--- src/rtl/dmem_arb_pkg.sv ---
// ============================================================================
// Module  : dmem_arb_pkg
// Brief   : Shared types, requester ids and address check for dmem_arbiter.
// Revision: 1.0
// ============================================================================
`default_nettype none

package dmem_arb_pkg;

    typedef enum logic [1:0] {
        IDLE   = 2'd0,
        ACCESS = 2'd1,
        RESP   = 2'd2
    } state_t;

    localparam logic M0 = 1'b0;
    localparam logic M1 = 1'b1;

    localparam int unsigned DEPTH_WORDS_DEFAULT = 64;

    // Word aligned and word index inside the memory; all upper bits take part.
    function automatic logic addr_ok(input logic [63:0] addr, input int unsigned depth);
        return (addr[1:0] == 2'b00) && ((addr >> 2) < 64'(depth));
    endfunction

endpackage

`default_nettype wire

--- src/rtl/rr_arb2.sv ---
// ============================================================================
// Module  : rr_arb2
// Brief   : Combinational two-way round-robin picker.
// Revision: 1.0
// ============================================================================
`default_nettype none

module rr_arb2
    import dmem_arb_pkg::*;
(
    input  logic [1:0] req,
    input  logic       last_grant,
    output logic       gnt_valid,
    output logic       gnt_id
);

    always_comb begin
        gnt_valid = req[0] | req[1];
        gnt_id    = M0;
        if (req == 2'b10) begin
            gnt_id = M1;
        end else if (req == 2'b11) begin
            gnt_id = ~last_grant;
        end
    end

endmodule

`default_nettype wire

--- src/rtl/dmem_arbiter.sv ---
// ============================================================================
// Module  : dmem_arbiter
// Brief   : Round-robin arbiter/sequencer for a single-port data memory.
// Revision: 1.0
// ============================================================================
`default_nettype none

module dmem_arbiter
    import dmem_arb_pkg::*;
#(
    parameter int AW          = 32,
    parameter int DW          = 32,
    parameter int DEPTH_WORDS = DEPTH_WORDS_DEFAULT
) (
    input  logic          clk,
    input  logic          rst_n,
    input  logic          m0_req,
    input  logic          m0_we,
    input  logic [AW-1:0] m0_addr,
    input  logic [DW-1:0] m0_wdata,
    output logic          m0_ack,
    output logic          m0_err,
    output logic [DW-1:0] m0_rdata,
    input  logic          m1_req,
    input  logic          m1_we,
    input  logic [AW-1:0] m1_addr,
    input  logic [DW-1:0] m1_wdata,
    output logic          m1_ack,
    output logic          m1_err,
    output logic [DW-1:0] m1_rdata,
    output logic          mem_we,
    output logic [AW-1:0] mem_a,
    output logic [DW-1:0] mem_wd,
    input  logic [DW-1:0] mem_rd,
    output logic          busy
);

    state_t        r_state;
    state_t        w_state_nxt;
    logic          r_last_grant;
    logic          r_id;
    logic          r_we;
    logic [AW-1:0] r_addr;
    logic [DW-1:0] r_wdata;
    logic [DW-1:0] r_rdata;
    logic          r_err;

    logic [1:0]    w_req;
    logic          w_gnt_valid;
    logic          w_gnt_id;
    logic          w_we;
    logic [AW-1:0] w_addr;
    logic [DW-1:0] w_wdata;
    logic          w_legal;

    assign w_req = {m1_req, m0_req};

    rr_arb2 u_rr_arb2 (
        .req        (w_req),
        .last_grant (r_last_grant),
        .gnt_valid  (w_gnt_valid),
        .gnt_id     (w_gnt_id)
    );

    assign w_we    = (w_gnt_id == M1) ? m1_we    : m0_we;
    assign w_addr  = (w_gnt_id == M1) ? m1_addr  : m0_addr;
    assign w_wdata = (w_gnt_id == M1) ? m1_wdata : m0_wdata;
    assign w_legal = addr_ok(64'(w_addr), DEPTH_WORDS);

    always_ff @(posedge clk or negedge rst_n) begin
        if (!rst_n) begin
            r_state <= IDLE;
        end else begin
            r_state <= w_state_nxt;
        end
    end

    // Rejected requests skip ACCESS so the memory is never driven for them.
    always_comb begin
        w_state_nxt = r_state;
        case (r_state)
            IDLE:    if (w_gnt_valid) w_state_nxt = w_legal ? ACCESS : RESP;
            ACCESS:  w_state_nxt = RESP;
            RESP:    w_state_nxt = IDLE;
            default: w_state_nxt = IDLE;
        endcase
    end

    always_ff @(posedge clk or negedge rst_n) begin
        if (!rst_n) begin
            r_last_grant <= M1;
            r_id         <= M0;
            r_we         <= 1'b0;
            r_addr       <= '0;
            r_wdata      <= '0;
            r_rdata      <= '0;
            r_err        <= 1'b0;
        end else if (r_state == IDLE && w_gnt_valid) begin
            r_id    <= w_gnt_id;
            r_we    <= w_we;
            r_addr  <= w_addr;
            r_wdata <= w_wdata;
            r_err   <= ~w_legal;
            if (!w_legal) r_rdata <= '0;
            if (&w_req) r_last_grant <= w_gnt_id;
        end else if (r_state == ACCESS) begin
            r_rdata <= r_we ? '0 : mem_rd;
        end
    end

    assign mem_we   = (r_state == ACCESS) && r_we;
    assign mem_a    = r_addr;
    assign mem_wd   = r_wdata;
    assign busy     = (r_state != IDLE);

    assign m0_ack   = (r_state == RESP) && (r_id == M0);
    assign m1_ack   = (r_state == RESP) && (r_id == M1);
    assign m0_err   = m0_ack & r_err;
    assign m1_err   = m1_ack & r_err;
    assign m0_rdata = m0_ack ? r_rdata : '0;
    assign m1_rdata = m1_ack ? r_rdata : '0;

endmodule

`default_nettype wire

--- config.mk ---
export PLATFORM = sky130hd
export DESIGN_NAME = dmem_arbiter
export DESIGN_NICKNAME = d
export VERILOG_FILES = /design/src/rtl/dmem_arb_pkg.sv /design/src/rtl/rr_arb2.sv /design/src/rtl/dmem_arbiter.sv
export SDC_FILE = /design/constraint.sdc
export NUM_CORES = 1
export LEC_CHECK = 0
export ABC_AREA = 0
export CAP_MARGIN = 20
export CORE_ASPECT_RATIO = 0.75
export CORE_MARGIN = 5
export CORE_UTILIZATION = 35
export DETAILED_ROUTE_END_ITERATION = 7
export PLACE_DENSITY = 0.78
export SYNTH_ARGS = -nofsm -noshare
export SYNTH_HDL_FRONTEND = slang
export SYNTH_SLANG_ARGS = --single-unit
--- constraint.sdc ---
create_clock -name clk -period 1.52 [get_ports clk]
set_input_delay 0.456 -clock clk [delete_from_list [all_inputs] [get_ports clk]]
set_output_delay 0.456 -clock clk [all_outputs]
set_load 0.01 [all_outputs]
==> out/qor.csv, run 1 <==
stage,metric,value,unit
grt,gr-total-overflow,0,
yosys,synth_nets,705,
worst_setup_path,cpMaxStageDelayCell,dfrtp_1,
pwr,pwr-share-seq,35.5,%
place,place_inst,1071,
layout,final-seq-area,0.00255,sq mm
yosys,synth_seq_share,49.0,%
outcome,violations,setup timing,
routing,dr.max_layer_used,met4,
routing,vias_per_cell,5.03,
grt,grt.total_usage,24.0,%
routing,wl_met2,11000,um
layout,comb_area,0.00302,sq mm
clock_tree,ctsResizeCount,520,
clock_tree,cts_buffer_depth,2,
place,place.gp.congestion,0.875,
yosys,top_area_cell,dfrtp_1,
layout,final_cells,1129,
layout,seq_area_share,24.9,%
pwr,pg_comb,3.71,mW
worst_setup_path,crit_top_cell,buf_6,
yosys,muxShareOfSynthArea,12.9,%
sta,finalSetupViolations,146,
yosys,synth-async-reset-ratio,100,%
routing,first_pass_iters,5,
yosys,synth_stat.cells,539,
yosys,top_logic_kind,simple AND/OR/NAND/NOR gates,
worst_setup_path,cp_data_arrival_time,1.76,ns
yosys,syn_inst,539,
layout,seq_cells,102,
yosys,xor_area_share,0.168,%
yosys,ys_top_cells_by_count,"101 x dfrtp_1, 70 x nor2_1, 66 x a21oi_1, 66 x and2_1, 65 x mux2i_1",
flow_run,openroad.warnings,29,
worst_setup_path,path_cells,buf_6 -> nor3b_4 -> buf_6 -> buf_8 -> buf_12 -> buf_16 -> and2_1 -> buf_2,
yosys,synthTopCellsByArea,"dfrtp_1 49%, mux2i_1 12%, and2_1 7.9%",
pwr,powerDensity,921,mW/mm^2
grt,grt_pass1_wl,32300,um
sta,worst_slack,-0.694,ns
floorplanning,initial_core_util,35.8,%
pwr,power.leakage,4.59,nW
yosys,adder_share,0,%
layout,drive_above_1_share,36.7,%
layout,final-clk-cell-share,3.01,%
sta,fin_crit_sh,146,%
clock_tree,clock-sinks,102,
yosys,ys_ff,102,
worst_setup_path,cp_max_fo,8,
layout,layout.non_clock_buffers,415,
place,place_hpwl,15100,um
worst_setup_path,critical_path_class,flip-flop to output pin,
worst_setup_path,cp-end-kind,output pin,
routing,drc,0,
floorplanning,die_h,116,um
layout,nets,1090,
pwr,peakVddDrop,0.000599,V
sta,hold_viol_final,0,
layout,largest_class,non-clock buffers,
clock_tree,cts-htree-levels,3,
flow_run,drv_cap,0,
yosys,ys_types,31,
sta,rsz0062_at_grt,true,
yosys,ys_sh_simple,18.6,%
pwr,total_power,9.47,mW
worst_setup_path,cp_slowest_stage_delay,0.39,ns
pwr,sw_frac_of_total,31.2,%
layout,syn2layout_area_growth,97.4,%
min_path,min_path_type,input pin to asynchronous set/reset pin,
worst_setup_path,worstPathRequired,1.06,ns
floorplanning,core,0.0145,sq mm
clock_tree,postCtsSetupBuffers,24,
clock_tree,tritoncts,built,
yosys,top_cell,dfrtp_1,
routing,drt_iter0_drc,283,
grt,grt_pass1_vias,5797,
yosys,synth_area_per_cell,9.66,sq um
yosys,syn-cell-area,0.00521,sq mm
place,pre_cts_slack,-0.731,ns
floorplanning,fp-row-count,38,
layout,fillers,1042,
pwr,power_frac_clock,25.3,%
layout,num-nonclk-inverters,2,
yosys,synthFlopType,dfrtp_1,
place,portBuffers,299,
outcome,status,"finished, violations left",
layout,mostFrequentLayoutCell,clkdlybuf4s50_1,
layout,comb_area_share,29.3,%
routing,postRouteAntennaNets,0,
floorplanning,die_x,151,um
## run 1: worst paths after layout
check / from / endpoint / slack, ns / cells past startpoint
max in group asynchronous: rst_n / r_rdata[21]$_DFFE_PN0P_ / 0.91 / 2
worst max-delay path: r_id$_DFFE_PN0P_ / m0_err / -0.69 / 8
worst max register to register: r_last_grant$_DFFE_PN1P_ / r_rdata[30]$_DFFE_PN0P_ / -0.24 / 6
min in group clk: m1_addr[17] / mem_a[17]$_DFFE_PN0P_ / 0.46 / 3
worst min-delay path: rst_n / r_rdata[24]$_DFFE_PN0P_ / 0.03 / 1
worst min register to register: mem_a[9]$_DFFE_PN0P_ / mem_a[9]$_DFFE_PN0P_ / 0.52 / 2
Figure 1. Routing congestion (run 1).
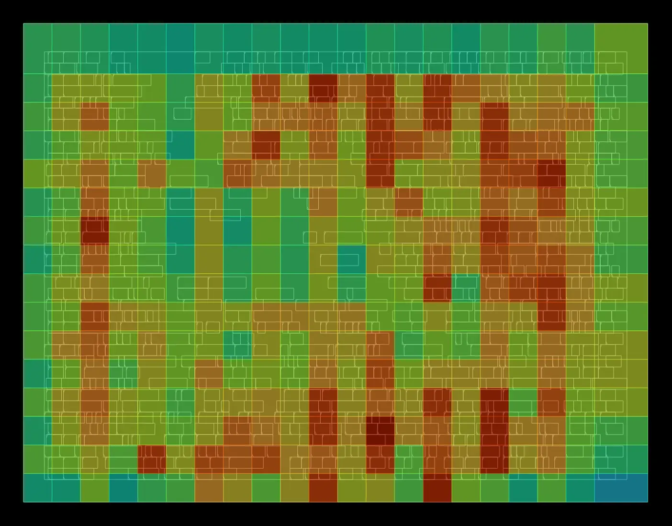
GR met3 Demand/Resource: 7.47%
met1 Resource Use GR: 29.9%
GR peak layer: met2
Wirelength per Cell: 19.8 um

Figure 2. The metal 2 layer (run 1).
Drawn at 3 px/um. Cells faint in the background.
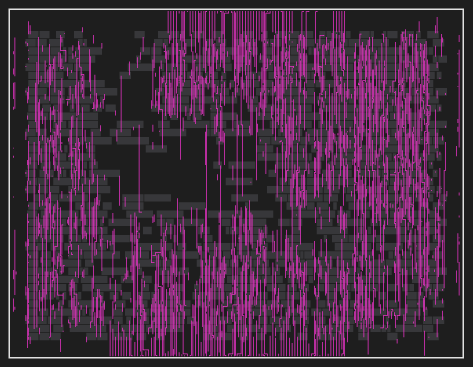
- longest straight run: 62.2 um
- wire length on this layer: 11,000 um
- share of all routed wire: 49%
- main direction: vertical
- nets with wire on the layer: 952
via count: 5,674
final WL: 22,400 um
met2 Use GR: 40.9%

Figure 3. I/O pins on the die edge (run 1).
Drawn at 3 px/um. Pins as bars across the die edge, other pins in gray.
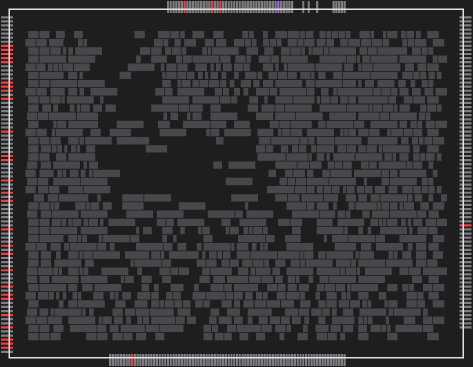
- m0_wdata: red (pins 32; direction input; edge 27 left, 3 top, 1 bottom, 1 right)
- m1_req: purple (pins 1; direction input; edge top)
- all pins by edge: 86 bottom, 83 left, 77 right, 54 top

==> run 1 -> run 2 <==
--- a/config.mk
+++ b/config.mk
@@ -8,8 +8,9 @@
 export ABC_AREA = 0
 export CAP_MARGIN = 20
 export CORE_ASPECT_RATIO = 0.75
-export CORE_MARGIN = 5
+export CORE_MARGIN = 2
 export CORE_UTILIZATION = 35
+export CTS_CLUSTER_SIZE = 10
 export DETAILED_ROUTE_END_ITERATION = 7
 export PLACE_DENSITY = 0.78
 export SYNTH_ARGS = -nofsm -noshare
Figure 4. Signal wires on met3 (run 2).
Drawn at 3 px/um. Cells faint in the background.
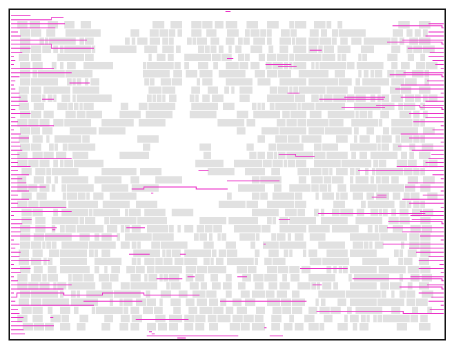
- share of all routed wire: 8.1%
- longest straight run: 35.4 um
- main direction: horizontal
- wire length on this layer: 1,640 um
- nets with wire on the layer: 178

Figure 5. Routing congestion (run 2).
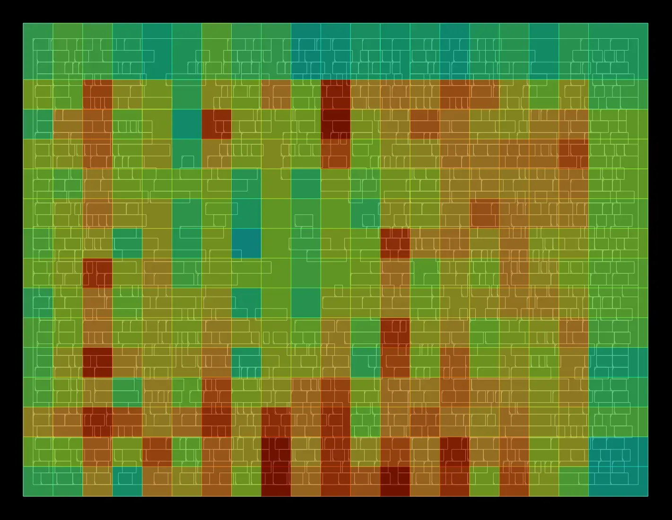
total track usage: 24.8%
met1 Resource Use GR: 31.3%
GR met3 Demand/Resource: 7.36%
met2 Use GR: 42.5%

==> out/qor.csv, run 2 <==
stage,metric,value,unit,change
outcome,status,"finished, violations left",,unchanged
outcome,violations,setup timing,,unchanged
layout,layout.non_clock_buffers,416,,was 415
routing,drc,0,,unchanged
sta,hold_viol_final,0,,unchanged
grt,gr-total-overflow,0,,unchanged
grt,grt_pass1_wl,29900,um,"was 32,300 um"
floorplanning,initial_core_util,35.9,%,was 35.8%
layout,nets,1091,,"was 1,090"
place,portBuffers,299,,unchanged
layout,seq_area_share,24.9,%,about the same
layout,seq_cells,102,,unchanged
place,pre_cts_slack,-0.691,ns,was -0.731 ns
yosys,muxShareOfSynthArea,12.9,%,unchanged
flow_run,drv_cap,0,,unchanged
pwr,total_power,9.36,mW,was 9.47 mW
routing,first_pass_iters,7,,was 5
worst_setup_path,crit_top_cell,buf_6,,unchanged
pwr,pg_comb,3.60,mW,was 3.71 mW
clock_tree,ctsResizeCount,500,,was 520
yosys,syn_inst,539,,unchanged
place,place_inst,1054,,"was 1,071"
yosys,ys_types,31,,unchanged
clock_tree,clock-sinks,102,,unchanged
grt,grt_pass1_vias,5540,,"was 5,797"
clock_tree,tritoncts,built,,unchanged
layout,comb_area_share,26.6,%,was 29.3%
yosys,top_cell,dfrtp_1,,unchanged
pwr,sw_frac_of_total,30.5,%,was 31.2%
floorplanning,core,0.0145,sq mm,about the same
clock_tree,root_buffer,clkbuf_16,,unchanged
sta,finalSetupViolations,171,,was 146
yosys,syn-cell-area,0.00521,sq mm,unchanged
yosys,synth_nets,705,,unchanged
routing,wl_met2,10100,um,"was 11,000 um"
yosys,ys_top_cells_by_count,"101 x dfrtp_1, 70 x nor2_1, 66 x a21oi_1, 66 x and2_1, 65 x mux2i_1",,unchanged
worst_setup_path,ff2ff_path_depth,12,,was 6
pwr,powerDensity,913,mW/mm^2,was 921 mW/mm^2
routing,routedWlPerCell,17.9,um,was 19.8 um
yosys,xor_area_share,0.168,%,unchanged
worst_setup_path,cp.depth,6,,was 8
yosys,synth_seq_share,49.0,%,unchanged
grt,busiest_layer,met2,,unchanged
clock_tree,postCtsSetupBuffers,33,,was 24
layout,fin_util,70.7,%,about the same
pwr,pwr-share-seq,36.0,%,was 35.5%
floorplanning,die_h,110,um,was 116 um
yosys,ys.warnings.count,0,,unchanged
yosys,synth-async-reset-ratio,100,%,unchanged
worst_setup_path,cpMaxStageDelayCell,dfrtp_2,,was dfrtp_1
layout,num-nonclk-inverters,2,,unchanged
clock_tree,cts-htree-levels,3,,unchanged
worst_setup_path,cp_max_fo,5,,was 8
worst_setup_path,worstPathRequired,1.06,ns,about the same
yosys,ys_sh_simple,18.6,%,unchanged
yosys,top_area_cell,dfrtp_1,,unchanged
yosys,ys_ff,102,,unchanged
worst_setup_path,cp_data_arrival_time,1.62,ns,was 1.76 ns
floorplanning,die_x,145,um,was 151 um
floorplanning,top_level_ports,300,,unchanged
clock_tree,clk_pin_slew_worst_paths,0.07,ns,about the same
layout,fillers,1133,,"was 1,042"
flow_run,openroad.warnings,29,,unchanged
clock_tree,cts_buffer_depth,2,,unchanged
min_path,min_path_type,input pin to asynchronous set/reset pin,,unchanged
layout,largest_class,non-clock buffers,,unchanged
sta,worst_slack,-0.558,ns,was -0.694 ns
layout,final_cells,1132,,"was 1,129"
layout,comb_area,0.00273,sq mm,was 0.00302 sq mm
worst_setup_path,cp-end-kind,output pin,,unchanged
place,place.gp.congestion,0.873,,was 0.875
routing,wirelength,20300,um,"was 22,400 um"
yosys,synthTopCellsByArea,"dfrtp_1 49%, mux2i_1 12%, and2_1 7.9%",,unchanged
layout,syn2layout_area_growth,96.9,%,was 97.4%
layout,mostFrequentLayoutCell,clkdlybuf4s50_1,,unchanged
worst_setup_path,path_cells,nor3b_4 -> buf_6 -> buf_6 -> buf_6 -> and2_4 -> buf_6,,was buf_6 -> nor3b_4 -> buf_6 -> buf_8 -> buf_12 -> buf_16 -> and2_1 -> buf_2
yosys,adder_share,0,%,unchanged
sta,fin_crit_sh,137,%,was 146%
yosys,synthFlopType,dfrtp_1,,unchanged
layout,final-seq-area,0.00255,sq mm,unchanged
pwr,power_frac_clock,25.5,%,was 25.3%
yosys,synth_stat.cells,539,,unchanged
yosys,top_logic_kind,simple AND/OR/NAND/NOR gates,,unchanged
pwr,power.leakage,4.60,nW,was 4.59 nW
routing,drt_iter0_drc,269,,was 283
routing,postRouteAntennaNets,0,,unchanged
layout,final-clk-cell-share,2.99,%,was 3.01%
sta,rsz0062_at_grt,true,,unchanged
layout,drive_above_1_share,31.1,%,was 36.7%
-- run 2: worst paths after layout --
| path | startpoint | endpoint | slack [ns] |
|---|---|---|---|
| setup / recovery | r_id$_DFFE_PN0P_ | m0_rdata[27] | -0.56 |
| hold / removal | rst_n | mem_a[0]$_DFFE_PN0P_ | 0.49 |
| setup reg to reg | r_state[0]$_DFFE_PN0P_ | mem_wd[4]$_DFFE_PN0P_ | -0.52 |
| hold reg to reg | mem_wd[19]$_DFFE_PN0P_ | mem_wd[19]$_DFFE_PN0P_ | 0.52 |
| max in group asynchronous | rst_n | mem_a[7]$_DFFE_PN0P_ | 0.52 |
| min in group clk | m1_addr[12] | mem_a[12]$_DFFE_PN0P_ | 0.50 |
==> run 2 -> run 3 <==
--- a/config.mk
+++ b/config.mk
@@ -7,8 +7,6 @@
 export LEC_CHECK = 0
 export ABC_AREA = 0
 export CAP_MARGIN = 20
-export CORE_ASPECT_RATIO = 0.75
-export CORE_MARGIN = 2
 export CORE_UTILIZATION = 35
 export CTS_CLUSTER_SIZE = 10
 export DETAILED_ROUTE_END_ITERATION = 7
Figure 6. Routing congestion (run 3).
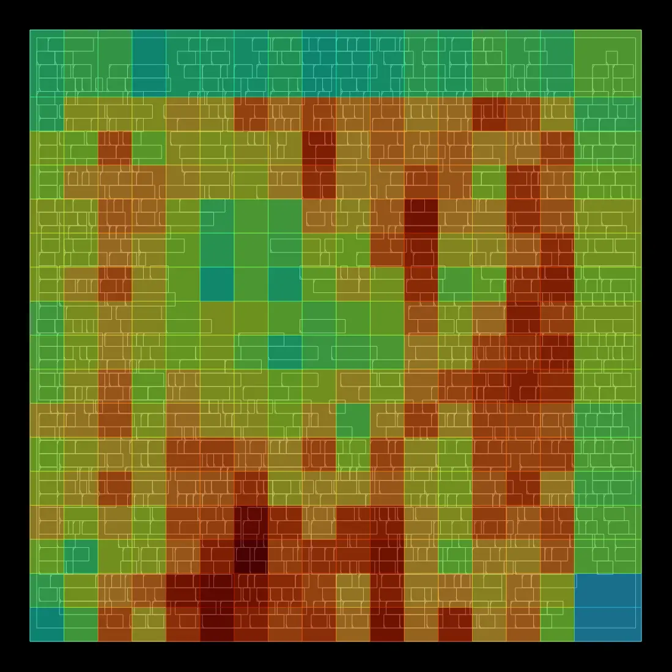
final core occ: 70.9%
met1 Resource Use GR: 30.7%
Wirelength per Cell: 20.0 um
GR met3 Demand/Resource: 6.50%
total track usage: 27.0%

Figure 7. I/O pins on the die edge (run 3).
Drawn at 4 px/um. Pins as bars across the die edge, other pins in gray.
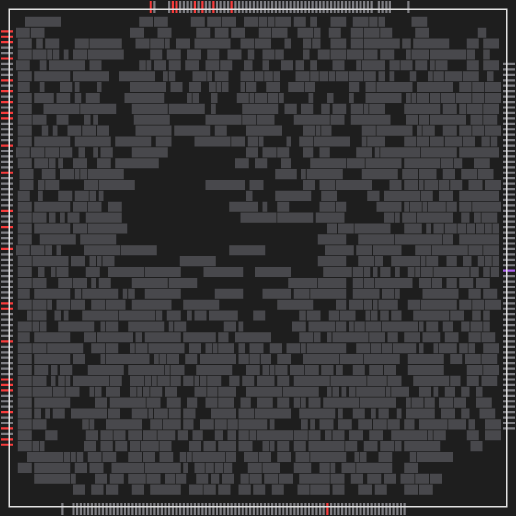
- m1_req: purple (pins 1; direction input; edge right)
- m0_wdata: red (pins 32; direction input; edge 24 left, 7 top, 1 bottom)
- all pins by edge: 92 bottom, 77 left, 68 right, 63 top
die width: 124 um
IO buf count: 299
die height: 124 um

==> out/qor.csv, run 3 <==
stage,metric,value,unit,change
yosys,synth_seq_share,49.0,%,unchanged
outcome,status,"finished, violations left",,unchanged
worst_setup_path,path_cells,nor3b_4 -> buf_12 -> buf_12 -> buf_16 -> and2_1 -> buf_2,,was nor3b_4 -> buf_6 -> buf_6 -> buf_6 -> and2_4 -> buf_6
sta,worst_slack,-0.584,ns,was -0.558 ns
yosys,syn_inst,539,,unchanged
layout,drive_above_1_share,33.0,%,was 31.1%
sta,finalSetupViolations,169,,was 171
layout,final_cells,1098,,"was 1,132"
pwr,peakVddDrop,0.000597,V,was 0.000815 V
flow_run,drv_cap,0,,unchanged
clock_tree,cts_buffer_depth,2,,unchanged
yosys,adder_share,0,%,unchanged
worst_setup_path,reg2reg_from,r_state[0]$_DFFE_PN0P_,,unchanged
routing,first_pass_iters,5,,was 7
routing,vias_per_cell,5.19,,was 4.91
floorplanning,core,0.0145,sq mm,about the same
pwr,sw_frac_of_total,30.4,%,was 30.5%
routing,drc,0,,unchanged
yosys,synth-async-reset-ratio,100,%,unchanged
floorplanning,top_level_ports,300,,unchanged
yosys,muxShareOfSynthArea,12.9,%,unchanged
worst_setup_path,cp-end-kind,output pin,,unchanged
worst_setup_path,worstPathRequired,1.06,ns,about the same
yosys,ys_types,31,,unchanged
grt,gr-total-overflow,0,,unchanged
floorplanning,initial_core_util,35.8,%,was 35.9%
clock_tree,clk_pin_slew_worst_paths,0.07,ns,about the same
yosys,syn-cell-area,0.00521,sq mm,unchanged
clock_tree,cts-htree-levels,3,,unchanged
yosys,synthTopCellsByArea,"dfrtp_1 49%, mux2i_1 12%, and2_1 7.9%",,unchanged
floorplanning,fp-row-count,44,,was 38
place,pre_cts_slack,-0.754,ns,was -0.691 ns
yosys,synth_stat.cells,539,,unchanged
pwr,power.leakage,4.57,nW,was 4.60 nW
grt,grt_pass1_wl,30200,um,"was 29,900 um"
worst_setup_path,ff2ff_path_depth,8,,was 12
sta,hold_viol_final,0,,unchanged
layout,fillers,1095,,"was 1,133"
grt,grt_pass1_vias,5470,,"was 5,540"
min_path,min_path_type,input pin to asynchronous set/reset pin,,unchanged
worst_setup_path,crit_top_cell,buf_12,,was buf_6
outcome,violations,setup timing,,unchanged
yosys,ys.warnings.count,0,,unchanged
[run 3: critical path: cells and delay by family, from the launching register on]
kind | cells | cell delay, ns
buffers and inverters | 4 | 0.51
AND/OR/NAND/NOR | 2 | 0.35
flip-flops | 1 | 0.43
[run 3: layout make-up]
cell class                      instances  area [sq um]  share of cell area, %
Timing Repair Buffer                  399          4260                   41.4
Multi-Input combinational cell        395          2930                   28.5
Sequential cell                       102          2550                   24.8
Clock buffer                           13           250                   2.43
Tap cell                              184           230                   2.23
Clock inverter                          3          67.6                  0.656
Inverter                                2          7.51                 0.0729
[run 3: per-layer routing]
metal  vias up  routed length, um  track usage, %
met5         -                  0               0
met4         0                677            12.8
met3        43               1530            6.50
met2       265              11500            47.3
met1      2768               8240            30.7
li1       2626                  -               -
No activity file was given, so power comes from the tool's default toggle rates.
